--- config.mk ---
export PLATFORM = sky130hd
export DESIGN_NAME = arbiter_grant_lock_flat
export DESIGN_NICKNAME = d
export VERILOG_FILES = /design/src/rtl/arbiter_grant_lock_if.sv /design/src/rtl/arbiter_grant_lock.sv /design/src/flat_wrapper.sv
export SDC_FILE = /design/constraint.sdc
export NUM_CORES = 1
export LEC_CHECK = 0
export ABC_CLOCK_PERIOD_IN_PS = 2300
export CORE_AREA = 2 2 131 133
export DETAILED_ROUTE_END_ITERATION = 7
export DIE_AREA = 0 0 133 135
export PLACE_DENSITY = 0.57
export SLEW_MARGIN = 10
export SYNTH_ARGS = -nofsm -noshare
export SYNTH_HDL_FRONTEND = slang
export SYNTH_SLANG_ARGS = --single-unit
--- constraint.sdc ---
create_clock -name clk -period 2.3 [get_ports clk]
set_clock_uncertainty 0.1 [all_clocks]
set_input_delay 0.46 -clock clk [delete_from_list [all_inputs] [get_ports clk]]
set_output_delay 0.46 -clock clk [all_outputs]
set_load 0.05 [all_outputs]
--- src/rtl/arbiter_grant_lock_if.sv ---
// Handshake bundle between the requesting ports, the fixed-priority arbiter
// and the merged output stream. slave = the grant-lock block, master = its environment.
interface arbiter_grant_lock_if #(
    parameter int NUM_PORTS = 8,
    parameter int DATA_W    = 32,
    parameter int IDX_W     = $clog2(NUM_PORTS)
);
    logic [NUM_PORTS-1:0]        req_valid;
    logic [NUM_PORTS-1:0]        req_last;
    logic [NUM_PORTS*DATA_W-1:0] req_data;
    logic [NUM_PORTS-1:0]        req_ready;
    logic [NUM_PORTS-1:0]        arb_requests;
    logic [NUM_PORTS-1:0]        arb_grants;
    logic                        out_valid;
    logic [DATA_W-1:0]           out_data;
    logic                        out_last;
    logic [IDX_W-1:0]            out_idx;
    logic                        out_ready;
    logic                        locked;
    logic                        timeout_err;

    modport master (
        output req_valid, req_last, req_data, arb_grants, out_ready,
        input  req_ready, arb_requests, out_valid, out_data, out_last,
               out_idx, locked, timeout_err
    );

    modport slave (
        input  req_valid, req_last, req_data, arb_grants, out_ready,
        output req_ready, arb_requests, out_valid, out_data, out_last,
               out_idx, locked, timeout_err
    );
endinterface

--- src/rtl/arbiter_grant_lock.sv ---
// Packet-level grant lock behind a combinational fixed-priority arbiter.
// Optional stall timeout is compiled in with `define ARB_GRANT_LOCK_TIMEOUT_EN.

module agl_lane #(
    parameter int DATA_W = 32
) (
    input  logic              sel,
    input  logic              rst_n,
    input  logic              out_ready,
    input  logic              valid,
    input  logic              last,
    input  logic [DATA_W-1:0] data,
    output logic              ready,
    output logic              valid_m,
    output logic              last_m,
    output logic [DATA_W-1:0] data_m
);
    assign ready   = sel & rst_n & out_ready;
    assign valid_m = sel & valid;
    assign last_m  = sel & last;
    assign data_m  = sel ? data : '0;
endmodule

module arbiter_grant_lock #(
    parameter int NUM_PORTS      = 8,
    parameter int DATA_W         = 32,
    parameter int IDX_W          = $clog2(NUM_PORTS),
    parameter int TIMEOUT_CYCLES = 16
) (
    input logic                 clk,
    input logic                 rst_n,
    arbiter_grant_lock_if.slave bus
);
    typedef enum logic {IDLE = 1'b0, LOCKED = 1'b1} state_t;

    state_t                           state;
    logic [IDX_W-1:0]                 idx_q;
    logic                             locked_q;
    logic [NUM_PORTS-1:0]             sel, ready_m, valid_m, last_m;
    logic [NUM_PORTS-1:0][DATA_W-1:0] data_m;
    logic [DATA_W-1:0]                data_sel;
    logic                             valid_sel, last_sel, xfer, tmo;

    // Lowest set bit wins, so a non-one-hot grant still resolves to port 0 first.
    function automatic logic [IDX_W-1:0] lowest(input logic [NUM_PORTS-1:0] v);
        lowest = '0;
        for (int i = NUM_PORTS - 1; i >= 0; i--)
            if (v[i]) lowest = IDX_W'(i);
    endfunction

    for (genvar g = 0; g < NUM_PORTS; g++) begin : g_lane
        assign sel[g] = locked_q && (idx_q == IDX_W'(g));
        agl_lane #(.DATA_W(DATA_W)) u_lane (
            .sel       (sel[g]),
            .rst_n     (rst_n),
            .out_ready (bus.out_ready),
            .valid     (bus.req_valid[g]),
            .last      (bus.req_last[g]),
            .data      (bus.req_data[g*DATA_W +: DATA_W]),
            .ready     (ready_m[g]),
            .valid_m   (valid_m[g]),
            .last_m    (last_m[g]),
            .data_m    (data_m[g])
        );
    end

    always_comb begin
        data_sel = '0;
        for (int i = 0; i < NUM_PORTS; i++) data_sel = data_sel | data_m[i];
    end

    assign valid_sel = |valid_m;
    assign last_sel  = |last_m;
    assign xfer      = valid_sel & bus.out_ready;

    assign bus.arb_requests = (rst_n && state == IDLE) ? bus.req_valid : '0;
    assign bus.req_ready    = ready_m;
    assign bus.out_valid    = rst_n & valid_sel;
    assign bus.out_data     = data_sel;
    assign bus.out_last     = last_sel;
    assign bus.out_idx      = idx_q;
    assign bus.locked       = locked_q;

`ifdef ARB_GRANT_LOCK_TIMEOUT_EN
    localparam int CNT_W = $clog2(TIMEOUT_CYCLES + 1);
    logic [CNT_W-1:0] stall_cnt;
    logic             tmo_q;
    assign tmo = tmo_q;
`else
    // Feature compiled out; the comparison keeps the parameter referenced and is always false.
    assign tmo = (TIMEOUT_CYCLES < 0);
`endif
    assign bus.timeout_err = tmo;

    always_ff @(posedge clk) begin
        if (!rst_n) begin
            state    <= IDLE;
            idx_q    <= '0;
            locked_q <= 1'b0;
`ifdef ARB_GRANT_LOCK_TIMEOUT_EN
            stall_cnt <= '0;
            tmo_q     <= 1'b0;
`endif
        end else begin
            case (state)
                IDLE: begin
                    if (|bus.arb_grants) begin
                        state    <= LOCKED;
                        locked_q <= 1'b1;
                        idx_q    <= lowest(bus.arb_grants);
`ifdef ARB_GRANT_LOCK_TIMEOUT_EN
                        stall_cnt <= '0;
                        tmo_q     <= 1'b0;
`endif
                    end
                end
                LOCKED: begin
                    if (tmo || (xfer && last_sel)) begin
                        state    <= IDLE;
                        locked_q <= 1'b0;
`ifdef ARB_GRANT_LOCK_TIMEOUT_EN
                        stall_cnt <= '0;
                        tmo_q     <= 1'b0;
                    end else if (valid_sel) begin
                        stall_cnt <= '0;
                    end else if (stall_cnt == CNT_W'(TIMEOUT_CYCLES - 1)) begin
                        // Pulse lands in the cycle where the count equals the limit.
                        stall_cnt <= CNT_W'(TIMEOUT_CYCLES);
                        tmo_q     <= 1'b1;
                    end else begin
                        stall_cnt <= stall_cnt + 1'b1;
`endif
                    end
                end
                default: state <= IDLE;
            endcase
        end
    end
endmodule

--- src/flat_wrapper.sv ---
// flat-port wrapper written by rule: the top's interface ports become plain ports
module arbiter_grant_lock_flat 
#(
    parameter int NUM_PORTS      = 8,
    parameter int DATA_W         = 32,
    parameter int IDX_W          = $clog2(NUM_PORTS),
    parameter int TIMEOUT_CYCLES = 16
)
  (clk, rst_n, bus_req_valid, bus_req_last, bus_req_data, bus_arb_grants, bus_out_ready, bus_req_ready, bus_arb_requests, bus_out_valid, bus_out_data, bus_out_last, bus_out_idx, bus_locked, bus_timeout_err);
  arbiter_grant_lock_if #(.NUM_PORTS(NUM_PORTS), .DATA_W(DATA_W), .IDX_W(IDX_W)) bus_i ();
  input logic clk;
  input logic rst_n;
  input wire logic [$bits(bus_i.req_valid)-1:0] bus_req_valid;
  input wire logic [$bits(bus_i.req_last)-1:0] bus_req_last;
  input wire logic [$bits(bus_i.req_data)-1:0] bus_req_data;
  input wire logic [$bits(bus_i.arb_grants)-1:0] bus_arb_grants;
  input wire logic [$bits(bus_i.out_ready)-1:0] bus_out_ready;
  output wire logic [$bits(bus_i.req_ready)-1:0] bus_req_ready;
  output wire logic [$bits(bus_i.arb_requests)-1:0] bus_arb_requests;
  output wire logic [$bits(bus_i.out_valid)-1:0] bus_out_valid;
  output wire logic [$bits(bus_i.out_data)-1:0] bus_out_data;
  output wire logic [$bits(bus_i.out_last)-1:0] bus_out_last;
  output wire logic [$bits(bus_i.out_idx)-1:0] bus_out_idx;
  output wire logic [$bits(bus_i.locked)-1:0] bus_locked;
  output wire logic [$bits(bus_i.timeout_err)-1:0] bus_timeout_err;
  assign bus_i.req_valid = bus_req_valid;
  assign bus_i.req_last = bus_req_last;
  assign bus_i.req_data = bus_req_data;
  assign bus_i.arb_grants = bus_arb_grants;
  assign bus_i.out_ready = bus_out_ready;
  assign bus_req_ready = bus_i.req_ready;
  assign bus_arb_requests = bus_i.arb_requests;
  assign bus_out_valid = bus_i.out_valid;
  assign bus_out_data = bus_i.out_data;
  assign bus_out_last = bus_i.out_last;
  assign bus_out_idx = bus_i.out_idx;
  assign bus_locked = bus_i.locked;
  assign bus_timeout_err = bus_i.timeout_err;
  arbiter_grant_lock #(.NUM_PORTS(NUM_PORTS), .DATA_W(DATA_W), .IDX_W(IDX_W), .TIMEOUT_CYCLES(TIMEOUT_CYCLES)) u_core (.clk(clk), .rst_n(rst_n), .bus(bus_i));
endmodule
==> run_results.csv, run 1 <==
group,metric,value,unit
die,core_area,0.0164,mm^2
synth,logic_family,"AND-OR/OR-AND gates",
timing,setup_viol,28,
placement,place_congestion,0.924,
setup_path,cp-end-kind,"output pin",
setup_path,crit_required,1.74,ns
setup_path,r2r_start,"u_core.bus.out_idx[1]",
timing,setup_ws,-0.125,ns
power_and_ir_drop,p_seq_frac,0.051,
global_route,antenna_found_initial,0,
synth,yosys_warnings,0,
outcome,status,"finished, violations left",
power_and_ir_drop,powerComb,1640,uW
power_and_ir_drop,p_per_area,252,mW/mm^2
timing,min_period_over_period,1.05,
setup_path,cp-endpoint,"bus_out_data[13]",
setup_path,cp_max_fo,8,
setup_path,r2r_setup_slack,0.33,ns
timing,finalHoldViolCount,0,
die,die_area,0.0180,mm^2
clock_tree,post_cts.repair.setup_buffers,7,
setup_path,startpoint_type,"flip-flop",
timing,rsz0062_at_grt,"true",
cells_and_area,fin_area,0.00801,mm^2
routing,drtIter0Drc,179,
timing,maxSlewViolCount,0,
routing,vias,4410,
flow_run,warnings,29,
outcome,violations,"negative setup slack",
power_and_ir_drop,p_comb_frac,0.810,
synth,yosys_cells,331,
setup_path,worstPathArrival,1.87,ns
clock_tree,cts_hold_buf,0,
die,io-pin-count,338,
power_and_ir_drop,ir_drop,0.000214,V
==> run 1: worst max-delay path: stages, from the launching register on <==
cell and delay, ns:
dfxtp_4 0.39, inv_2 0.05, and3_4 0.20, buf_6 0.13
a22o_1 0.23, a221oi_2 0.26, nand3_2 0.17, buf_12 0.19
==> run 1: layout by cell type, fill, tap and decap left out, drive strengths merged, types with 2 or more instances in the layout <==
| master | count |
|---|---|
| o311a | 2 |
| mux2 | 5 |
| nand2 | 21 |
| dlygate4sd2 | 3 |
| dlymetal6s2s | 3 |
| a22o | 14 |
| a22oi | 62 |
| clkbuf | 8 |
| nand3 | 43 |
| and3 | 6 |
| nand3b | 2 |
| mux2i | 16 |
| mux4 | 5 |
| a221oi | 28 |
| nor2b | 2 |
| buf | 132 |
| nor3 | 8 |
| a21oi | 4 |
| dfxtp | 5 |
| nor2 | 37 |
| nand2b | 2 |
| nor4 | 4 |
| o21a | 2 |
| inv | 4 |
| clkdlybuf4s50 | 276 |
| and2 | 9 |
==> run 1: metrics by stage <==
step | hold WS [ns] | total power [uW]
2_1_floorplan | 0.448 | 622
3_3_place_gp | 0.479 | 1560
3_5_place_dp | 0.497 | 1560
4_1_cts | 0.513 | 1910
5_1_grt | 0.551 | 2110
6_report | 0.513 | 2020
==> run 1: cell type report <==
class                   count  area [um^2]
flip-flops and latches      5          115
fillers                  1466         8400
inverters                   4         15.0
multi-input cells         280         2750
well taps                 220          275
repair buffers            418         4780
clock buffers               4         78.8
==> run 1: synthesized netlist by cell type (all sizes together) <==
| cell | n | area [um^2] |
|---|---|---|
| a21boi | 1 | 11.3 |
| a222oi | 1 | 10.0 |
| inv | 4 | 15.0 |
| o311a | 2 | 20.0 |
| nand2 | 21 | 78.8 |
| conb | 1 | 3.75 |
| o221a | 1 | 11.3 |
| a21oi | 4 | 20.0 |
| mux2i | 16 | 160 |
| o22ai | 1 | 6.26 |
| nand3 | 43 | 215 |
| nand3b | 2 | 15.0 |
| nor2b | 2 | 12.5 |
| nor3 | 8 | 45.0 |
| o21a | 2 | 15.0 |
| a22oi | 62 | 465 |
| clkbuf | 6 | 22.5 |
| nand2b | 2 | 15.0 |
| a221oi | 28 | 258 |
| o21ai | 1 | 5.00 |
| nor2 | 37 | 141 |
| o31a | 1 | 8.76 |
| and2 | 9 | 56.3 |
| and3 | 5 | 31.3 |
| mux4 | 5 | 113 |
| o21bai | 1 | 7.51 |
| buf | 37 | 223 |
| mux2 | 5 | 60.1 |
| nor4 | 4 | 25.0 |
| dfxtp | 5 | 100 |
| a22o | 14 | 123 |
==> run 1: per-layer routing <==
layer / vias to the layer above / global-route usage / share of wire / routed length (um)
li1: 2081 / - / - / -
met1: 2076 / 0.260 / 0.41 / 8340
met2: 235 / 0.371 / 0.51 / 10500
met3: 18 / 0.0297 / 0.065 / 1330
met4: 0 / 0.0299 / 0.011 / 228
met5: - / 0 / 0 / 0
==> run 1: logic make-up (layout without fill, tap and decap cells) <==
| group | after synthesis | in the layout |
|---|---|---|
| compound gates | 119 | 119 |
| buf+inv | 47 | 426 |
| flops | 5 | 5 |
| mux | 26 | 26 |
| other cells | 1 | 1 |
| simple gates | 133 | 134 |
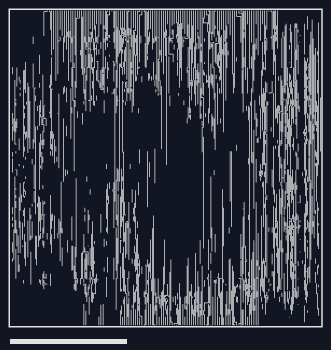
run_1/met2.png
Bar = 50 um.
The layer holds 51% of the routed length. The wires run mostly vertical. The longest straight run is 75.6 um. The layer carries 10500 um of wire.

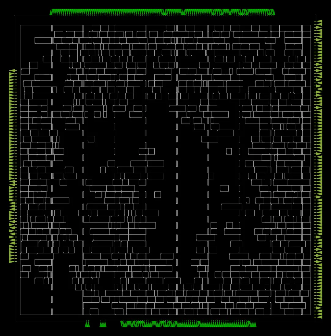
run_1/final_placement.png
fillers: 1466
row cnt: 47
seq_cells: 5
Final Instance Count excl. Fillers: 931

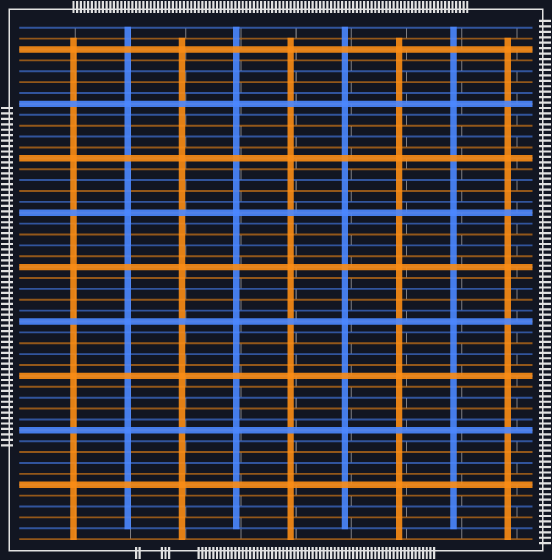
run_1/pdn.png
Pins as bars on the die edge. Tap cells in gray.
Orange marks VSS. Blue marks VDD.
The core has 47 rows. 338 signal pins sit on the boundary.

run_1/cell_classes.png
Bar = 50 um. Fill, decap, tap and diode cells in gray.
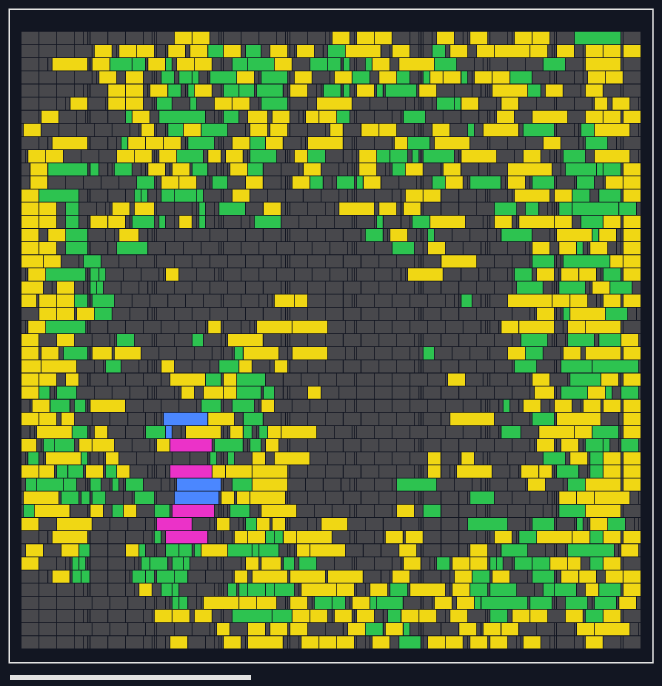

## Run 2: what changed since run 1
--- a/config.mk
+++ b/config.mk
@@ -10,6 +10,7 @@
 export DETAILED_ROUTE_END_ITERATION = 7
 export DIE_AREA = 0 0 133 135
 export PLACE_DENSITY = 0.57
+export SKIP_LAST_GASP = 1
 export SLEW_MARGIN = 10
 export SYNTH_ARGS = -nofsm -noshare
 export SYNTH_HDL_FRONTEND = slang
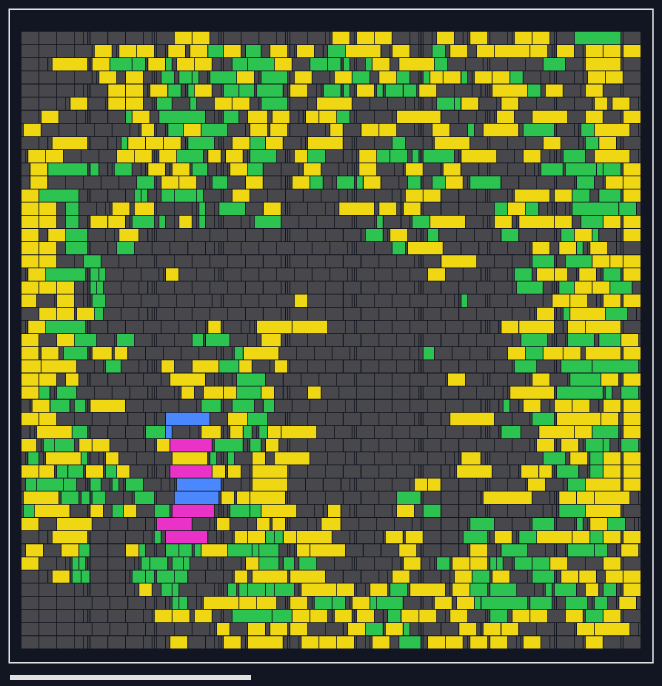
run_2/cell_classes.png
Bar = 50 um. Fill, decap, tap and diode cells in gray.
Magenta marks flip-flops, cells 5, share of their area 1.5%. Yellow marks other buffers and delay cells, cells 413, share of their area 62%. Blue marks clock drivers and dummy loads, cells 4, share of their area 1.0%. Green marks all other logic, cells 284, share of their area 35%.

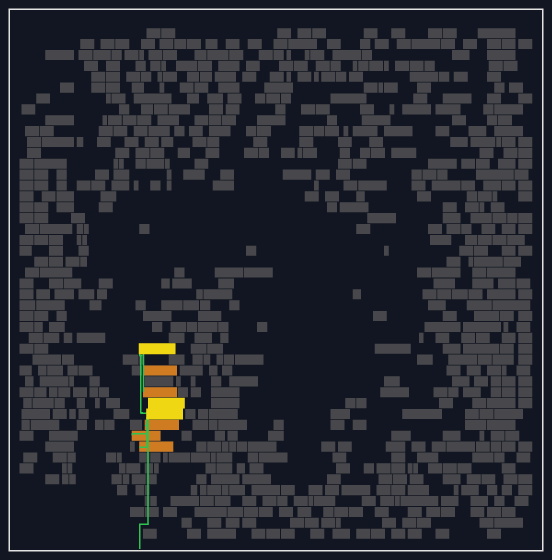
run_2/clock_map.png
Green marks clock wires, length 105 um. Yellow marks cells driving clock nets, count 3. Orange marks flip-flops, count 5.
Position of the flops: south-west.

==> run_results.csv, run 2 <==
group,metric,value,unit
die,row_count,47,
synth,yosysTopAreaCell,"a22oi_1",
timing,rsz0062_at_grt,"true",
setup_path,cp-endpoint,"bus_out_data[21]",
synth,synthFlopType,"dfxtp_1",
routing,met2_length,10400,um
cells_and_area,final_cell_mix,"279 x clkdlybuf4s50_1, 59 x buf_12, 52 x buf_4, 37 x a22oi_1, 31 x nor2_1",
setup_path,startpoint_type,"flip-flop",
routing,wl_met1,8200,um
die,die_area,0.0180,mm^2
setup_path,worstPathArrival,1.84,ns
setup_path,cpMaxStageDelayCell,"dfxtp_4",
synth,top_area_frac,0.203,
power_and_ir_drop,ir_drop,0.000210,V
timing,maxSlewViolCount,0,
setup_path,cp_max_fo,8,
timing,setup_ws,-0.102,ns
die,io-pin-count,338,
synth,edf_count,0,
global_route,antenna_found_initial,0,
setup_path,slowest_delay,0.38,ns
outcome,status,"finished, violations left",
power_and_ir_drop,p_per_area,251,mW/mm^2
synth,yosys_cells,331,
synth,synth_top_cell_by_count,"a22oi_1",
timing,setup_viol,25,
die,core_area,0.0164,mm^2
clock_tree,cts_hold_buf,0,
synth,topCellsByArea,"a22oi_1 20%, a221oi_1 9.9%, nand3_1 9.4%",
power_and_ir_drop,totalPowerFinal,1960,uW
routing,highest-signal-layer,"met4",
placement,io_buffers,336,
timing,min_period_over_period,1.04,
synth,logic_family,"AND-OR/OR-AND gates",
synth,netlist_top_cells_count,"62 x a22oi_1, 43 x nand3_1, 36 x nor2_1, 26 x a221oi_1, 22 x buf_2",
routing,met3_length,1250,um
setup_path,r2r_start,"u_core.bus.out_idx[1]",
outcome,violations,"negative setup slack",
synth,async_reset_ff_frac,0,
setup_path,cp_cell_sequence,"inv_2 -> and3_4 -> buf_6 -> a22o_1 -> a221oi_2 -> nand3_2 -> buf_12",
cells_and_area,lay_top_count,"clkdlybuf4s50_1",
routing,drtIter0Drc,189,
flow_run,warnings,29,
setup_path,crit_required,1.74,ns
cells_and_area,fill_cells,1471,
cells_and_area,fin_area,0.00782,mm^2
setup_path,cp-end-kind,"output pin",
placement,place_congestion,0.924,
timing,finalHoldViolCount,0,
run 2: cell counts after synthesis:
Identical to the previous run, type by type.
run 2: cells by family (layout without fill, tap and decap cells):
family | count (synthesis) | after routing
AND-OR/OR-AND | 119 | 119
buffers and inverters | 47 | 421
AND/OR/NAND/NOR | 133 | 134
other | 1 | 1
multiplexers | 26 | 26
flip-flops | 5 | 5
run 2: worst min path at each step:
stage                  from                 to  slack (ns)
6_report       u_core.state  u_core.bus.locked        0.51
5_1_grt        u_core.state  u_core.bus.locked        0.55
4_1_cts        u_core.state  u_core.bus.locked        0.51
3_5_place_dp   u_core.state  u_core.bus.locked        0.50
3_3_place_gp   u_core.state  u_core.bus.locked        0.48
2_1_floorplan  u_core.state  u_core.bus.locked        0.45
run 2: cell type report:
type	instances	area, um^2	area share
clock buffer	4	78.8	0.0101
inverter	4	15.0	0.00192
multi-input combinational	280	2640	0.338
sequential	5	115	0.0147
tap	220	275	0.0352
timing repair buffer	413	4690	0.600
run 2: per-stage QoR:
step / std cells / hold slack [ns] / setup TNS [ns]
after floorplan: 331 / 0.448 / -0.0474
after global placement: 900 / 0.479 / -1.08
after detailed placement: 900 / 0.497 / -1.16
after CTS: 912 / 0.513 / -1.77
after global routing: 926 / 0.551 / -3.59
final: 926 / 0.513 / -1.09
run 2: where the power goes:
| part | switching [uW] | internal (uW) | leakage [uW] |
|---|---|---|---|
| Combinational | 663 | 913 | 0.00294 |
| Sequential | 10.9 | 91.3 | 0.0000440 |
| Clock | 52.3 | 229 | 0.0000382 |
run 2: worst max-delay path: cells and delay by family, from the launching register on:
family | cells | cell delay [ns]
AND-OR/OR-AND | 2 | 0.50
buffers and inverters | 3 | 0.36
flip-flops | 1 | 0.38
AND/OR/NAND/NOR | 2 | 0.37
run 2: timing repair:
item,CTS,global route
gates cloned,2,5
buffers inserted,7,11
endpoints found under the setup margin,35,37
pin swaps,28,37
gates resized,66,49
run 2: routing by layer:
metal  global-route usage  vias to the layer above
met2                0.367                      227
met4               0.0299                        0
met3               0.0297                       16
li1                     -                     2076
met1                0.260                     2050
met5                    0                        -
## Run 3: what changed since run 2
--- a/config.mk
+++ b/config.mk
@@ -11,7 +11,7 @@
 export DIE_AREA = 0 0 133 135
 export PLACE_DENSITY = 0.57
 export SKIP_LAST_GASP = 1
-export SLEW_MARGIN = 10
+export SLEW_MARGIN = 0
 export SYNTH_ARGS = -nofsm -noshare
 export SYNTH_HDL_FRONTEND = slang
 export SYNTH_SLANG_ARGS = --single-unit
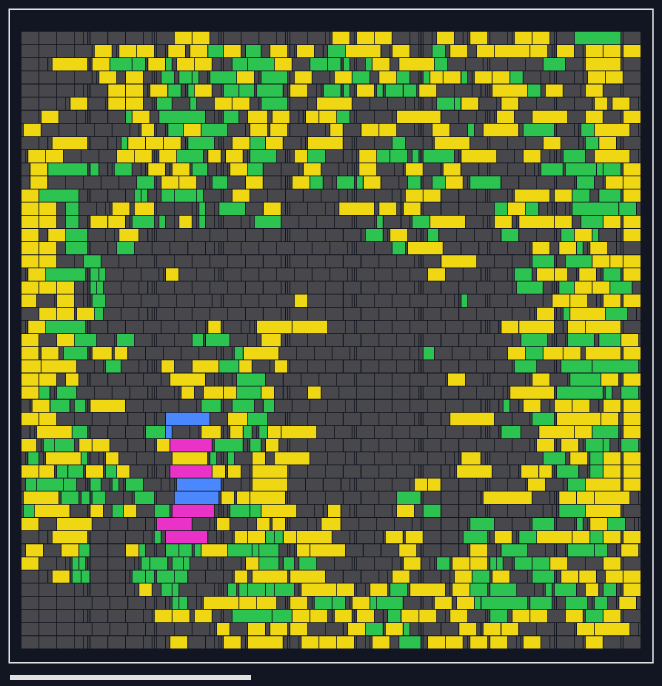
run_3/cell_classes.png
Bar = 50 um. Fill, decap, tap and diode cells in gray.
Magenta marks flip-flops, cells 5, share of their area 1.5%. Blue marks clock drivers and dummy loads, cells 4, share of their area 1.0%. Yellow marks other buffers and delay cells, cells 413, share of their area 62%. Green marks all other logic, cells 284, share of their area 35%.

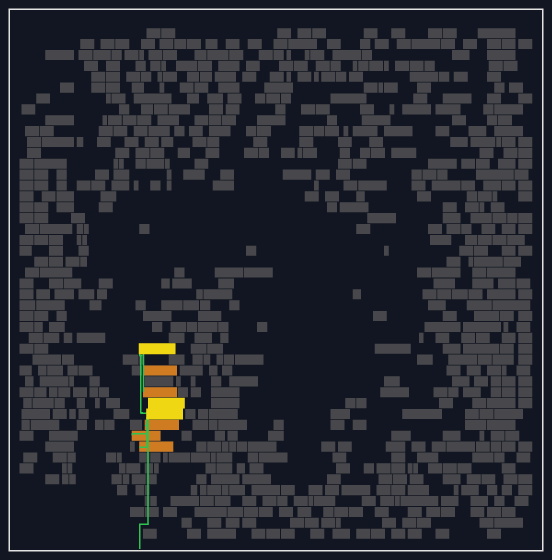
run_3/clock_map.png
Yellow marks cells driving clock nets, count 3. Orange marks flip-flops, count 5. Green marks clock wires, length 105 um.
Position of the flops: south-west.

==> run_results.csv, run 3 <==
group,metric,value,unit
outcome,status,"finished, violations left",
outcome,violations,"negative setup slack",
clock_tree,clk_latency,0.22,ns
clock_tree,path_clk_slew,0.03,ns
clock_tree,cts_buffers,3,
synth,top_area_frac,0.203,
clock_tree,htree_levels,1,
setup_path,path_buffers,3,
setup_path,cp_cell_sequence,"inv_2 -> and3_4 -> buf_6 -> a22o_1 -> a221oi_2 -> nand3_2 -> buf_12",
timing,maxSlewViolCount,0,
placement,dp.cells,900,
die,die_area,0.0180,mm^2
timing,finalHoldViolCount,0,
clock_tree,cts_hold_buf,0,
cells_and_area,lay_top_count,"clkdlybuf4s50_1",
cells_and_area,final_cell_mix,"279 x clkdlybuf4s50_1, 59 x buf_12, 52 x buf_4, 37 x a22oi_1, 31 x nor2_1",
setup_path,cp-end-kind,"output pin",
routing,drc,0,
cells_and_area,fin_area,0.00782,mm^2
global_route,grt_pass1_wl,27800,um
synth,async_reset_ff_frac,0,
clock_tree,clockBufferDepth,2,
synth,yosys_cells,331,
synth,yosysTopAreaCell,"a22oi_1",
synth,yosys_warnings,0,
cells_and_area,fin_cells,926,
placement,io_buffers,336,
routing,vias,4369,
global_route,grt_max_degree,32,
timing,setup_ws,-0.102,ns
timing,min_period_over_period,1.04,
clock_tree,tritoncts,"yes",
cells_and_area,syn2layout_area_growth,241,%
synth,edf_count,0,
global_route,grt_pass1_vias,4535,
global_route,antenna_found_initial,0,
setup_path,crit_family,"AND-OR/OR-AND gates",
synth,ys_ff,5,
setup_path,crit_required,1.74,ns
routing,drtIter0Drc,189,
synth,syn-num-nets,614,
setup_path,worstPathArrival,1.84,ns
synth,synth_top_cell_by_count,"a22oi_1",
global_route,grt_overflow_total,0,
synth,synth_cell_types,40,
timing,setup_viol,25,
die,fp.dieW,133,um
setup_path,slowest_delay,0.38,ns
flow_run,warnings,29,
synth,synthFlopType,"dfxtp_1",
die,core_area,0.0164,mm^2
setup_path,cp_max_fo,8,
power_and_ir_drop,ir_drop,0.000210,V
setup_path,cpMaxStageDelayCell,"dfxtp_4",
placement,place_congestion,0.924,
clock_tree,cts_root_buffer,"clkbuf_16",
cells_and_area,post-route-util,0.477,
setup_path,startpoint_type,"flip-flop",
timing,rsz0062_at_grt,"true",
cells_and_area,n_antenna_cell,0,
timing,setup_tns,-1.09,ns
synth,topCellsByArea,"a22oi_1 20%, a221oi_1 9.9%, nand3_1 9.4%",
die,io-pin-count,338,
power_and_ir_drop,p_leak,0.00303,uW
cells_and_area,drive_gt1_frac,0.375,
die,row_count,47,
synth,ys_seq_frac,0.0436,
placement,dp_hpwl,15800,um
synth,netlist_top_cells_count,"62 x a22oi_1, 43 x nand3_1, 36 x nor2_1, 26 x a221oi_1, 22 x buf_2",
power_and_ir_drop,p_per_area,251,mW/mm^2
-- run 3: power breakdown --
group | switching, uW | internal, uW | total (uW) | leakage, uW
logic | 663 | 913 | 1580 | 0.00294
registers | 10.9 | 91.3 | 102 | 0.0000440
clock network | 52.3 | 229 | 282 | 0.0000382
total | 727 | 1230 | 1960 | 0.00303
-- run 3: per-stage QoR --
stage          power, uW  setup WS, ns  hold slack (ns)
2_1_floorplan        622       -0.0381            0.448
3_3_place_gp        1560        -0.208            0.479
3_5_place_dp        1560        -0.232            0.497
4_1_cts             1910        -0.128            0.513
5_1_grt             2040        -0.188            0.551
6_report            1960        -0.102            0.513
-- run 3: area by class of cell --
cell class	count	area (um^2)
fillers	1471	8590
repair buffers	413	4690
multi-input cells	280	2640
well taps	220	275
flip-flops and latches	5	115
clock buffers	4	78.8
inverters	4	15.0
-- run 3: path summary, 6_finish.rpt --
path | slack, ns | depth (start not counted) | to | startpoint
worst max-delay path | -0.10 | 7 | bus_out_data[21] | u_core.bus.out_idx[1]
worst min-delay path | 0.51 | 2 | u_core.bus.locked | u_core.state
worst max register to register | 0.34 | 9 | u_core.state | u_core.bus.out_idx[1]
worst min register to register | 0.51 | 2 | u_core.bus.locked | u_core.state
-- run 3: what timing repair did --
item	4_1_cts	5_1_grt
pin swaps	28	37
setup buffers	7	11
gates resized	66	49
endpoints found under the setup margin	35	37
cloned	2	5
-- run 3: layer usage --
layer | wire length (um) | global-route usage | vias up
met5 | 0 | 0 | -
met4 | 200 | 0.0299 | 0
met3 | 1250 | 0.0297 | 16
met2 | 10400 | 0.367 | 227
met1 | 8200 | 0.260 | 2050
li1 | - | - | 2076
-- run 3: cells by family after synthesis --
group | after synthesis | share of synthesized area
simple gates | 133 | 0.277
compound gates | 119 | 0.419
buf+inv | 47 | 0.113
mux | 26 | 0.145
flops | 5 | 0.0436
other cells | 1 | 0.00164
-- run 3: worst reg2reg max path: cells and delay by family (launching register included) --
family | cells | cell delay (ns)
simple gates | 1 | 0.13
flops | 1 | 0.36
compound gates | 4 | 0.73
buf+inv | 4 | 0.54
No activity file was given, so power comes from the tool's default toggle rates.
